--- src/rtl/mult_result_accumulator.sv ---
// rtl/mult_result_accumulator.sv - batch accumulator and restart controller for the shift-add multiplier
// Captures each rising mult_rdy, sums N_ACC sign-extended products and presents the sum on valid/ready.
module mult_result_accumulator #(
  parameter int N_ACC  = 4,
  parameter int ACC_W  = 20,
  parameter bit SAT_EN = 1'b1
) (
  input  logic             clk,
  input  logic             reset,
  input  logic             en,
  input  logic [15:0]      mult_p,
  input  logic             mult_rdy,
  output logic             mult_clr,
  output logic [ACC_W-1:0] acc_out,
  output logic             out_valid,
  input  logic             out_ready,
  output logic             sat_flag,
  output logic             busy
);

  localparam int CNT_W = $clog2(N_ACC + 1);
  localparam logic [ACC_W-1:0] SAT_MAX = {1'b0, {(ACC_W-1){1'b1}}};
  localparam logic [ACC_W-1:0] SAT_MIN = {1'b1, {(ACC_W-1){1'b0}}};

  typedef enum logic [1:0] {
    S_IDLE,
    S_KICK,
    S_WAIT,
    S_HOLD
  } state_e;

  state_e           state_q;
  logic [ACC_W-1:0] acc_q;
  logic [ACC_W-1:0] acc_d;
  logic [CNT_W-1:0] cnt_q;
  logic [CNT_W-1:0] cnt_d;
  logic             rdy_q;
  logic             clr_q;
  logic             valid_q;
  logic             sat_q;
  logic             sat_d;
  logic [ACC_W-1:0] acc_out_q;
  logic [ACC_W:0]   sum;
  logic             capture;
  logic             cnt_done;

  // One guard bit above the accumulator makes overflow visible as sum[ACC_W] != sum[ACC_W-1].
  always_comb begin
    sum      = {acc_q[ACC_W-1], acc_q} + {{(ACC_W-15){mult_p[15]}}, mult_p};
    acc_d    = sum[ACC_W-1:0];
    sat_d    = sat_q;
    if (SAT_EN && (sum[ACC_W] != sum[ACC_W-1])) begin
      acc_d = sum[ACC_W] ? SAT_MIN : SAT_MAX;
      sat_d = 1'b1;
    end
    cnt_d    = cnt_q + CNT_W'(1);
    cnt_done = (cnt_d == CNT_W'(N_ACC));
    capture  = (state_q == S_WAIT) && mult_rdy && !rdy_q;
  end

  always_ff @(posedge clk or posedge reset) begin
    if (reset) begin
      state_q   <= S_IDLE;
      acc_q     <= '0;
      cnt_q     <= '0;
      rdy_q     <= 1'b0;
      clr_q     <= 1'b0;
      valid_q   <= 1'b0;
      sat_q     <= 1'b0;
      acc_out_q <= '0;
    end else begin
      rdy_q <= mult_rdy;
      case (state_q)
        S_IDLE: begin
          if (en) begin
            state_q <= S_KICK;
            clr_q   <= 1'b1;
          end
        end
        S_KICK: begin
          clr_q   <= 1'b0;
          state_q <= S_WAIT;
        end
        S_WAIT: begin
          if (capture) begin
            acc_q <= acc_d;
            cnt_q <= cnt_d;
            sat_q <= sat_d;
            if (cnt_done) begin
              state_q   <= S_HOLD;
              valid_q   <= 1'b1;
              acc_out_q <= acc_d;
            end else begin
              state_q <= S_KICK;
              clr_q   <= 1'b1;
            end
          end
        end
        S_HOLD: begin
          // A finished batch is only released by the handshake; en is looked at here, not mid-batch.
          if (valid_q && out_ready) begin
            acc_q   <= '0;
            cnt_q   <= '0;
            sat_q   <= 1'b0;
            valid_q <= 1'b0;
            if (en) begin
              state_q <= S_KICK;
              clr_q   <= 1'b1;
            end else begin
              state_q <= S_IDLE;
            end
          end
        end
        default: begin
          state_q <= S_IDLE;
          clr_q   <= 1'b0;
        end
      endcase
    end
  end

  assign mult_clr  = clr_q;
  assign acc_out   = acc_out_q;
  assign out_valid = valid_q;
  assign sat_flag  = sat_q;
  assign busy      = (state_q != S_IDLE);

endmodule

--- config.mk ---
export PLATFORM = sky130hd
export DESIGN_NAME = mult_result_accumulator
export DESIGN_NICKNAME = d
export VERILOG_FILES = /design/src/rtl/mult_result_accumulator.sv
export SDC_FILE = /design/constraint.sdc
export NUM_CORES = 1
export LEC_CHECK = 0
export CAP_MARGIN = 20
export CORE_MARGIN = 3
export CORE_UTILIZATION = 45
export DETAILED_ROUTE_END_ITERATION = 7
export GPL_TIMING_DRIVEN = 0
export PLACE_DENSITY = 0.72
export SLEW_MARGIN = 20
export SYNTH_ARGS = -nofsm -noshare
export SYNTH_HDL_FRONTEND = slang
export SYNTH_SLANG_ARGS = --single-unit
--- constraint.sdc ---
create_clock -name clk -period 3.5 [get_ports clk]
set_input_delay 0.525 -clock clk [delete_from_list [all_inputs] [get_ports clk]]
set_output_delay 0.525 -clock clk [all_outputs]
set_load 0.05 [all_outputs]
==> impl_metrics.xml, run 1 <==
<?xml version="1.0" encoding="UTF-8"?>
<metrics>
  <group name="pwr">
    <metric name="switching_share" unit="%">48.5</metric>
    <metric name="internal_power" unit="uW">1920</metric>
    <metric name="p_per_area" unit="nW/um2">946</metric>
    <metric name="pwr-share-seq" unit="%">23.7</metric>
    <metric name="power.switching" unit="uW">1810</metric>
    <metric name="pwr.group.combinational" unit="uW">2430</metric>
    <metric name="clock_network_power" unit="uW">420</metric>
    <metric name="combinationalPowerShare" unit="%">65.1</metric>
    <metric name="leakagePower" unit="uW">0.00171</metric>
  </group>
  <group name="final_timing">
    <metric name="finalWorstPathRequiredPeriod" unit="ns">3.21</metric>
    <metric name="max_slew_margin" unit="%">60.6</metric>
    <metric name="report.final.hold_viol_count" unit="">0</metric>
    <metric name="final.setup.tns" unit="ns">0</metric>
  </group>
  <group name="setup_path">
    <metric name="timing.critical_path.fanout_max" unit="">10</metric>
    <metric name="cp_class" unit="">in2reg</metric>
    <metric name="setup.worst_path.end" unit="">acc_out[0]</metric>
    <metric name="end_kind" unit="">flip-flop</metric>
    <metric name="critPathTopFamily" unit="">AND-OR/OR-AND gates</metric>
    <metric name="critPathSlowestCell" unit="">clkdlybuf4s50_1</metric>
    <metric name="worst-endpoint-arrival" unit="ns">3.44</metric>
    <metric name="rr_endpoint" unit="">acc_out[0]</metric>
    <metric name="cp_cell_sequence" unit="">clkdlybuf4s50_1 -&gt; ha_1 -&gt; inv_1 -&gt; fa_1 -&gt; nand2b_1 -&gt; a211oi_2 -&gt; o21ai_0 -&gt; a41o_1 -&gt; a31oi_2 -&gt; nand2_1 -&gt; buf_2 -&gt; o21ai_1</metric>
    <metric name="worstSetupPathDepth" unit="">12</metric>
    <metric name="slowest_delay" unit="ns">0.47</metric>
  </group>
  <group name="route">
    <metric name="drt_iter0_drc" unit="">228</metric>
    <metric name="total_routed_wire_length_on_the_met1_layer" unit="mm">3.69</metric>
    <metric name="routedWlPerCell" unit="um">15.1</metric>
    <metric name="dr.pass1.iters" unit="">4</metric>
    <metric name="postRouteAntennaNets" unit="">0</metric>
    <metric name="highest-signal-layer" unit="">met4</metric>
    <metric name="met3_wirelength" unit="um">409</metric>
    <metric name="drc_errors" unit="">0</metric>
  </group>
  <group name="clocking">
    <metric name="cts_setup_buffers" unit="">0</metric>
    <metric name="cts_inserted_buffers" unit="">5</metric>
    <metric name="h_tree_lvls" unit="">2</metric>
    <metric name="cts_resized" unit="">0</metric>
    <metric name="hold_buffers" unit="">0</metric>
    <metric name="cts_num_sinks" unit="">49</metric>
    <metric name="clkLatencyLatePin" unit="ns">0.30</metric>
    <metric name="cts-root-buf" unit="">clkbuf_8</metric>
    <metric name="clk_transition_reported_paths" unit="ns">0.09</metric>
  </group>
  <group name="die">
    <metric name="dieHeight" unit="um">90.9</metric>
    <metric name="core" unit="um2">6910</metric>
    <metric name="io_pins" unit="">45</metric>
    <metric name="fp.dieArea" unit="um2">8260</metric>
    <metric name="placementRows" unit="">30</metric>
    <metric name="initCoreUtil" unit="%">47.0</metric>
  </group>
  <group name="synthesis">
    <metric name="ys_seq_elements" unit="">49</metric>
    <metric name="synth.top_cells.by_area" unit="">dfrtp_1 (38%), ha_1 (10%), nand2_1 (6.3%), a21oi_1 (5.1%), o21ai_0 (4.2%)</metric>
    <metric name="synth_adder_area_share" unit="%">10.6</metric>
    <metric name="synth-edff-count" unit="">0</metric>
    <metric name="ys_top_cells_by_count" unit="">nand2_1 (54), dfrtp_1 (49), a21oi_1 (33)</metric>
    <metric name="mappedNetlistArea" unit="um2">3240</metric>
    <metric name="post_synth_main_logic_family" unit="">AND-OR/OR-AND gates</metric>
    <metric name="synth.top_cell.area_share" unit="%">37.8</metric>
    <metric name="post_synth_mux_area_share" unit="%">0.965</metric>
    <metric name="synth.lib_cells_used.distinct" unit="">61</metric>
    <metric name="synth.most_common_cell" unit="">nand2_1</metric>
    <metric name="yosys.area_share.xor_xnor" unit="%">2.97</metric>
    <metric name="ys_warn_count" unit="">0</metric>
    <metric name="yosys_most_used_dff" unit="">dfrtp_1</metric>
    <metric name="synth.yosys.chip_area" unit="um2">3240</metric>
    <metric name="synthSimpleGateAreaFrac" unit="%">18.8</metric>
  </group>
  <group name="final_layout">
    <metric name="seq_share" unit="%">31.1</metric>
    <metric name="final_common_cell" unit="">nand2_1</metric>
    <metric name="post_layout_nonfiller_instances" unit="">516</metric>
    <metric name="final_area" unit="um2">3940</metric>
    <metric name="final_layout_size_suffix_gt1_share" unit="%">9.29</metric>
    <metric name="comb_share" unit="%">48.2</metric>
    <metric name="final_layout_clock_buffer_total" unit="">7</metric>
    <metric name="synthToLayoutAreaGrowth" unit="%">21.5</metric>
    <metric name="final_nets" unit="">467</metric>
    <metric name="area_dominant_class" unit="">combinational gates</metric>
    <metric name="flop-count" unit="">49</metric>
  </group>
  <group name="worst_hold_path">
    <metric name="min_path_cells" unit="">2</metric>
    <metric name="min_path_type" unit="">reg2reg</metric>
  </group>
  <group name="place">
    <metric name="gp_congestion" unit="">0.827</metric>
    <metric name="placed_cell_area" unit="um2">3820</metric>
  </group>
  <group name="grt">
    <metric name="grt_pass1_wl" unit="mm">13.6</metric>
    <metric name="grt-ovfl-total" unit="">0</metric>
    <metric name="first_global_vias" unit="">2769</metric>
    <metric name="globalRouteTotalUtil" unit="%">19.9</metric>
    <metric name="grt_antenna_before_repair" unit="">0</metric>
    <metric name="met1_usage" unit="%">28.9</metric>
    <metric name="globalRoute.busiestLayer" unit="">met2</metric>
    <metric name="pin_count_of_the_biggest_net_entering_global_routing" unit="">35</metric>
  </group>
  <group name="outcome">
    <metric name="status" unit="">finished clean</metric>
  </group>
  <group name="flow_run">
    <metric name="max-cap-violations" unit="">0</metric>
  </group>
</metrics>
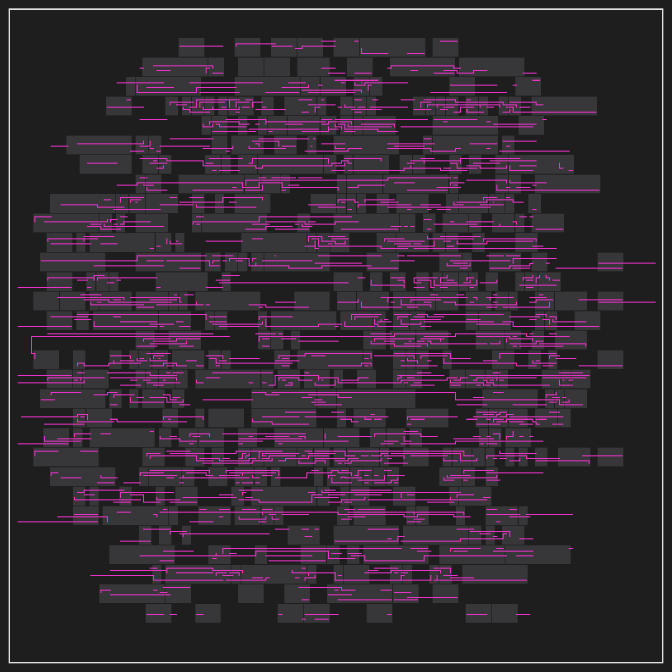
run_1/met1.png
Cells faint in the background.
share of all routed wire: 48%
nets with wire on the layer: 426
main direction: horizontal
wire length on this layer: 3690 um

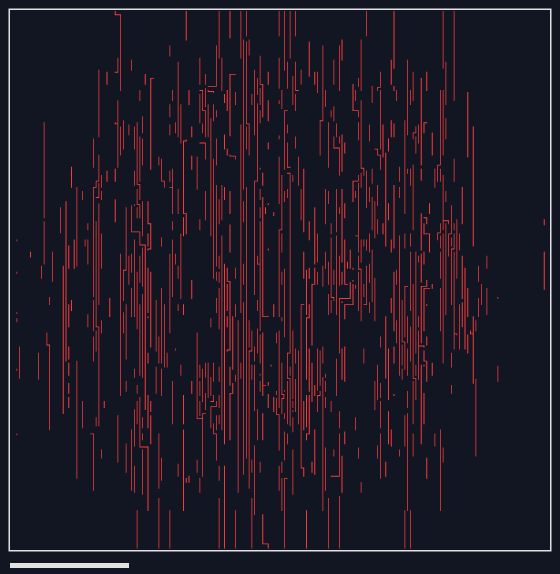
run_1/met2.png
Scale bar: 20 um.
wire length on this layer: 3550 um
share of all routed wire: 46%
main direction: vertical
longest straight run: 45.6 um
nets with wire on the layer: 389
vias after detailed routing: 2850
aggregate routed wire length: 7.77 mm

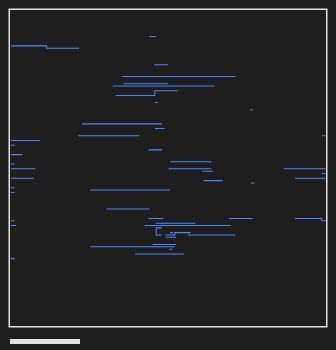
run_1/met3.png
Scale bar: 20 um.
nets with wire on the layer: 40
longest straight run: 32.2 um
share of all routed wire: 5.3%
wire length on this layer: 410 um
GR Layer Usage met3: 2.75%

--- run 2 (diff from run 1) ---
--- a/config.mk
+++ b/config.mk
@@ -8,6 +8,7 @@
 export CAP_MARGIN = 20
 export CORE_MARGIN = 3
 export CORE_UTILIZATION = 45
+export CTS_CLUSTER_DIAMETER = 30
 export DETAILED_ROUTE_END_ITERATION = 7
 export GPL_TIMING_DRIVEN = 0
 export PLACE_DENSITY = 0.72
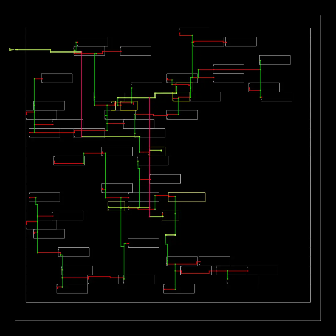
run_2/final_clocks.png
clock network power: 420 uW
final sequential cell count: 49
final-layout clock buffer total: 7
Skew-Pair Late Insertion Delay: 0.30 ns

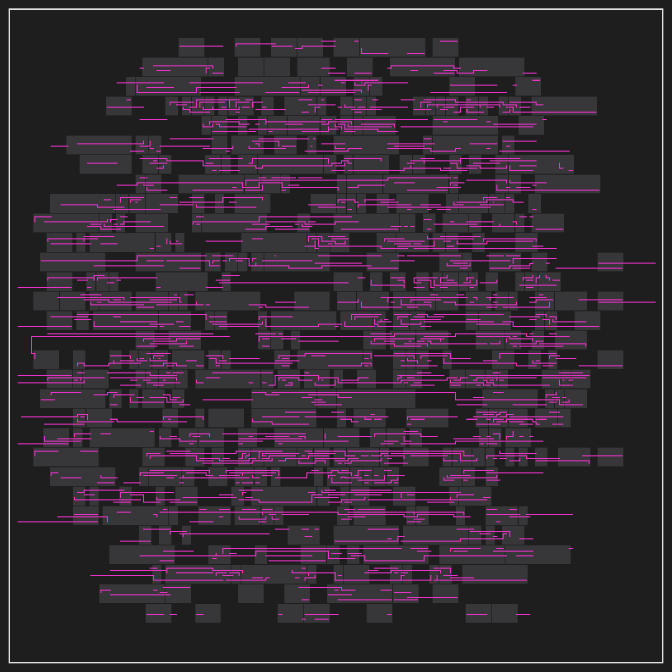
run_2/met1.png
Cells faint in the background.
main direction: horizontal
longest straight run: 27.6 um
nets with wire on the layer: 426
met1 usage: 28.9%

==> impl_metrics.xml, run 2 <==
<?xml version="1.0" encoding="UTF-8"?>
<metrics>
  <group name="outcome">
    <metric name="status" unit="">finished clean</metric>
  </group>
  <group name="route">
    <metric name="total_routed_wire_length_on_the_met1_layer" unit="mm">3.69</metric>
    <metric name="dr.pass1.iters" unit="">4</metric>
    <metric name="highest-signal-layer" unit="">met4</metric>
    <metric name="vias_per_cell" unit="">5.52</metric>
    <metric name="postRouteAntennaNets" unit="">0</metric>
    <metric name="drc_errors" unit="">0</metric>
    <metric name="vias" unit="">2850</metric>
    <metric name="drt_iter0_drc" unit="">228</metric>
    <metric name="routedWlPerCell" unit="um">15.1</metric>
    <metric name="met3_wirelength" unit="um">409</metric>
    <metric name="met2_wire_len" unit="mm">3.55</metric>
    <metric name="postRouteWirelength" unit="mm">7.77</metric>
  </group>
  <group name="grt">
    <metric name="grt_pass1_wl" unit="mm">13.6</metric>
    <metric name="global_route.usage.met2" unit="%">31.1</metric>
    <metric name="grt_use_met3" unit="%">2.75</metric>
    <metric name="globalRouteTotalUtil" unit="%">19.9</metric>
    <metric name="globalRoute.busiestLayer" unit="">met2</metric>
    <metric name="grt-ovfl-total" unit="">0</metric>
    <metric name="first_global_vias" unit="">2769</metric>
    <metric name="grt_antenna_before_repair" unit="">0</metric>
    <metric name="pin_count_of_the_biggest_net_entering_global_routing" unit="">35</metric>
  </group>
  <group name="synthesis">
    <metric name="ys_warn_count" unit="">0</metric>
    <metric name="post_synth_main_logic_family" unit="">AND-OR/OR-AND gates</metric>
    <metric name="synth.most_common_cell" unit="">nand2_1</metric>
    <metric name="mappedNetlistArea" unit="um2">3240</metric>
    <metric name="synth.top_cell.area_share" unit="%">37.8</metric>
    <metric name="ys_top_cells_by_count" unit="">nand2_1 (54), dfrtp_1 (49), a21oi_1 (33)</metric>
    <metric name="synthCells" unit="">367</metric>
    <metric name="synthSimpleGateAreaFrac" unit="%">18.8</metric>
    <metric name="top_area_cell" unit="">dfrtp_1</metric>
    <metric name="synth-seq-area-share" unit="%">37.8</metric>
    <metric name="compound_gate_portion_of_the_synthesized_area" unit="%">25.2</metric>
    <metric name="synth_async_reset_ratio" unit="%">100</metric>
    <metric name="synth.lib_cells_used.distinct" unit="">61</metric>
    <metric name="yosys.area_share.xor_xnor" unit="%">2.97</metric>
    <metric name="synth.yosys.chip_area" unit="um2">3240</metric>
    <metric name="synth-edff-count" unit="">0</metric>
    <metric name="synth_adder_area_share" unit="%">10.6</metric>
    <metric name="yosys_most_used_dff" unit="">dfrtp_1</metric>
    <metric name="number_of_nets_at_floorplan" unit="">415</metric>
    <metric name="post_synth_mux_area_share" unit="%">0.965</metric>
    <metric name="synth.top_cells.by_area" unit="">dfrtp_1 (38%), ha_1 (10%), nand2_1 (6.3%), a21oi_1 (5.1%), o21ai_0 (4.2%)</metric>
    <metric name="ys_seq_elements" unit="">49</metric>
  </group>
  <group name="worst_hold_path">
    <metric name="min_path_cells" unit="">2</metric>
    <metric name="worstHoldEndpoint" unit="">acc_out[11]</metric>
    <metric name="min_path_type" unit="">reg2reg</metric>
    <metric name="startpoint_of_the_most_critical_hold_path" unit="">acc_out[11]</metric>
  </group>
  <group name="flow_run">
    <metric name="max-cap-violations" unit="">0</metric>
    <metric name="stage_log_warnings" unit="">30</metric>
  </group>
  <group name="pwr">
    <metric name="clock_power_share" unit="%">11.3</metric>
    <metric name="report.power.total" unit="uW">3730</metric>
    <metric name="leakagePower" unit="uW">0.00171</metric>
    <metric name="p_per_area" unit="nW/um2">946</metric>
    <metric name="switching_share" unit="%">48.5</metric>
    <metric name="pwr.group.combinational" unit="uW">2430</metric>
    <metric name="combinationalPowerShare" unit="%">65.1</metric>
    <metric name="maxPowerGroup" unit="">combinational logic</metric>
    <metric name="pwr-share-seq" unit="%">23.7</metric>
    <metric name="power.switching" unit="uW">1810</metric>
    <metric name="internal_power" unit="uW">1920</metric>
  </group>
  <group name="setup_path">
    <metric name="logic_depth_of_the_worst_register_to_register_path" unit="">11</metric>
    <metric name="slowest_delay" unit="ns">0.47</metric>
    <metric name="critPathSlowestCell" unit="">clkdlybuf4s50_1</metric>
    <metric name="worstSetupPathDepth" unit="">12</metric>
    <metric name="cp_class" unit="">in2reg</metric>
    <metric name="end_kind" unit="">flip-flop</metric>
    <metric name="minimum_setup_slack_among_reg_to_reg_paths" unit="ns">0.62</metric>
    <metric name="setup.worst_path.end" unit="">acc_out[0]</metric>
    <metric name="path_buffers" unit="">3</metric>
    <metric name="critPathTopFamily" unit="">AND-OR/OR-AND gates</metric>
    <metric name="worst-endpoint-arrival" unit="ns">3.44</metric>
    <metric name="rr_endpoint" unit="">acc_out[0]</metric>
    <metric name="cp_cell_sequence" unit="">clkdlybuf4s50_1 -&gt; ha_1 -&gt; inv_1 -&gt; fa_1 -&gt; nand2b_1 -&gt; a211oi_2 -&gt; o21ai_0 -&gt; a41o_1 -&gt; a31oi_2 -&gt; nand2_1 -&gt; buf_2 -&gt; o21ai_1</metric>
    <metric name="startpoint_type" unit="">input port</metric>
    <metric name="timing.critical_path.fanout_max" unit="">10</metric>
  </group>
  <group name="final_layout">
    <metric name="area_dominant_class" unit="">combinational gates</metric>
    <metric name="final_nets" unit="">467</metric>
    <metric name="nNonClkInverters" unit="">11</metric>
    <metric name="seq_share" unit="%">31.1</metric>
    <metric name="comb_share" unit="%">48.2</metric>
    <metric name="final_common_cell" unit="">nand2_1</metric>
    <metric name="final-comb-area" unit="um2">1900</metric>
    <metric name="final_core_util" unit="%">57.0</metric>
    <metric name="final_layout_size_suffix_gt1_share" unit="%">9.29</metric>
    <metric name="synthToLayoutAreaGrowth" unit="%">21.5</metric>
    <metric name="clock_area_share" unit="%">2.95</metric>
    <metric name="final_area" unit="um2">3940</metric>
    <metric name="layout.non_clock_buffers" unit="">59</metric>
    <metric name="post_layout_nonfiller_instances" unit="">516</metric>
  </group>
  <group name="final_timing">
    <metric name="worst_pin_slew" unit="ns">0.589</metric>
    <metric name="report.final.hold_viol_count" unit="">0</metric>
    <metric name="final-max-slew-violation-count" unit="">0</metric>
    <metric name="clock_skew" unit="ns">0.00524</metric>
    <metric name="postLayoutSetupSlackWorst" unit="ns">0.287</metric>
    <metric name="clock.fmax" unit="MHz">311</metric>
    <metric name="max_slew_margin" unit="%">60.6</metric>
    <metric name="final.setup.tns" unit="ns">0</metric>
    <metric name="rsz0062_at_grt" unit="">no</metric>
    <metric name="finalWorstPathRequiredPeriod" unit="ns">3.21</metric>
    <metric name="period_used_share" unit="%">91.8</metric>
  </group>
  <group name="clocking">
    <metric name="hold_buffers" unit="">0</metric>
    <metric name="cts_inserted_buffers" unit="">5</metric>
    <metric name="cts_num_sinks" unit="">49</metric>
    <metric name="cts-root-buf" unit="">clkbuf_8</metric>
    <metric name="max-clock-path-buffers" unit="">2</metric>
    <metric name="clk_transition_reported_paths" unit="ns">0.09</metric>
    <metric name="h_tree_lvls" unit="">2</metric>
    <metric name="cts_resized" unit="">0</metric>
    <metric name="tritoncts" unit="">done</metric>
    <metric name="cts_setup_buffers" unit="">0</metric>
  </group>
  <group name="place">
    <metric name="detailedPlace.worstSlack" unit="ns">-0.0121</metric>
    <metric name="io_buffers" unit="">44</metric>
    <metric name="placed_cells_incl_taps" unit="">508</metric>
    <metric name="placed_cell_area" unit="um2">3820</metric>
    <metric name="gp_congestion" unit="">0.827</metric>
  </group>
  <group name="die">
    <metric name="io_pins" unit="">45</metric>
    <metric name="initCoreUtil" unit="%">47.0</metric>
    <metric name="fp.dieArea" unit="um2">8260</metric>
    <metric name="dieHeight" unit="um">90.9</metric>
    <metric name="core" unit="um2">6910</metric>
    <metric name="placementRows" unit="">30</metric>
    <metric name="die-width" unit="um">90.9</metric>
  </group>
</metrics>
No activity file was given, so power comes from the tool's default toggle rates.
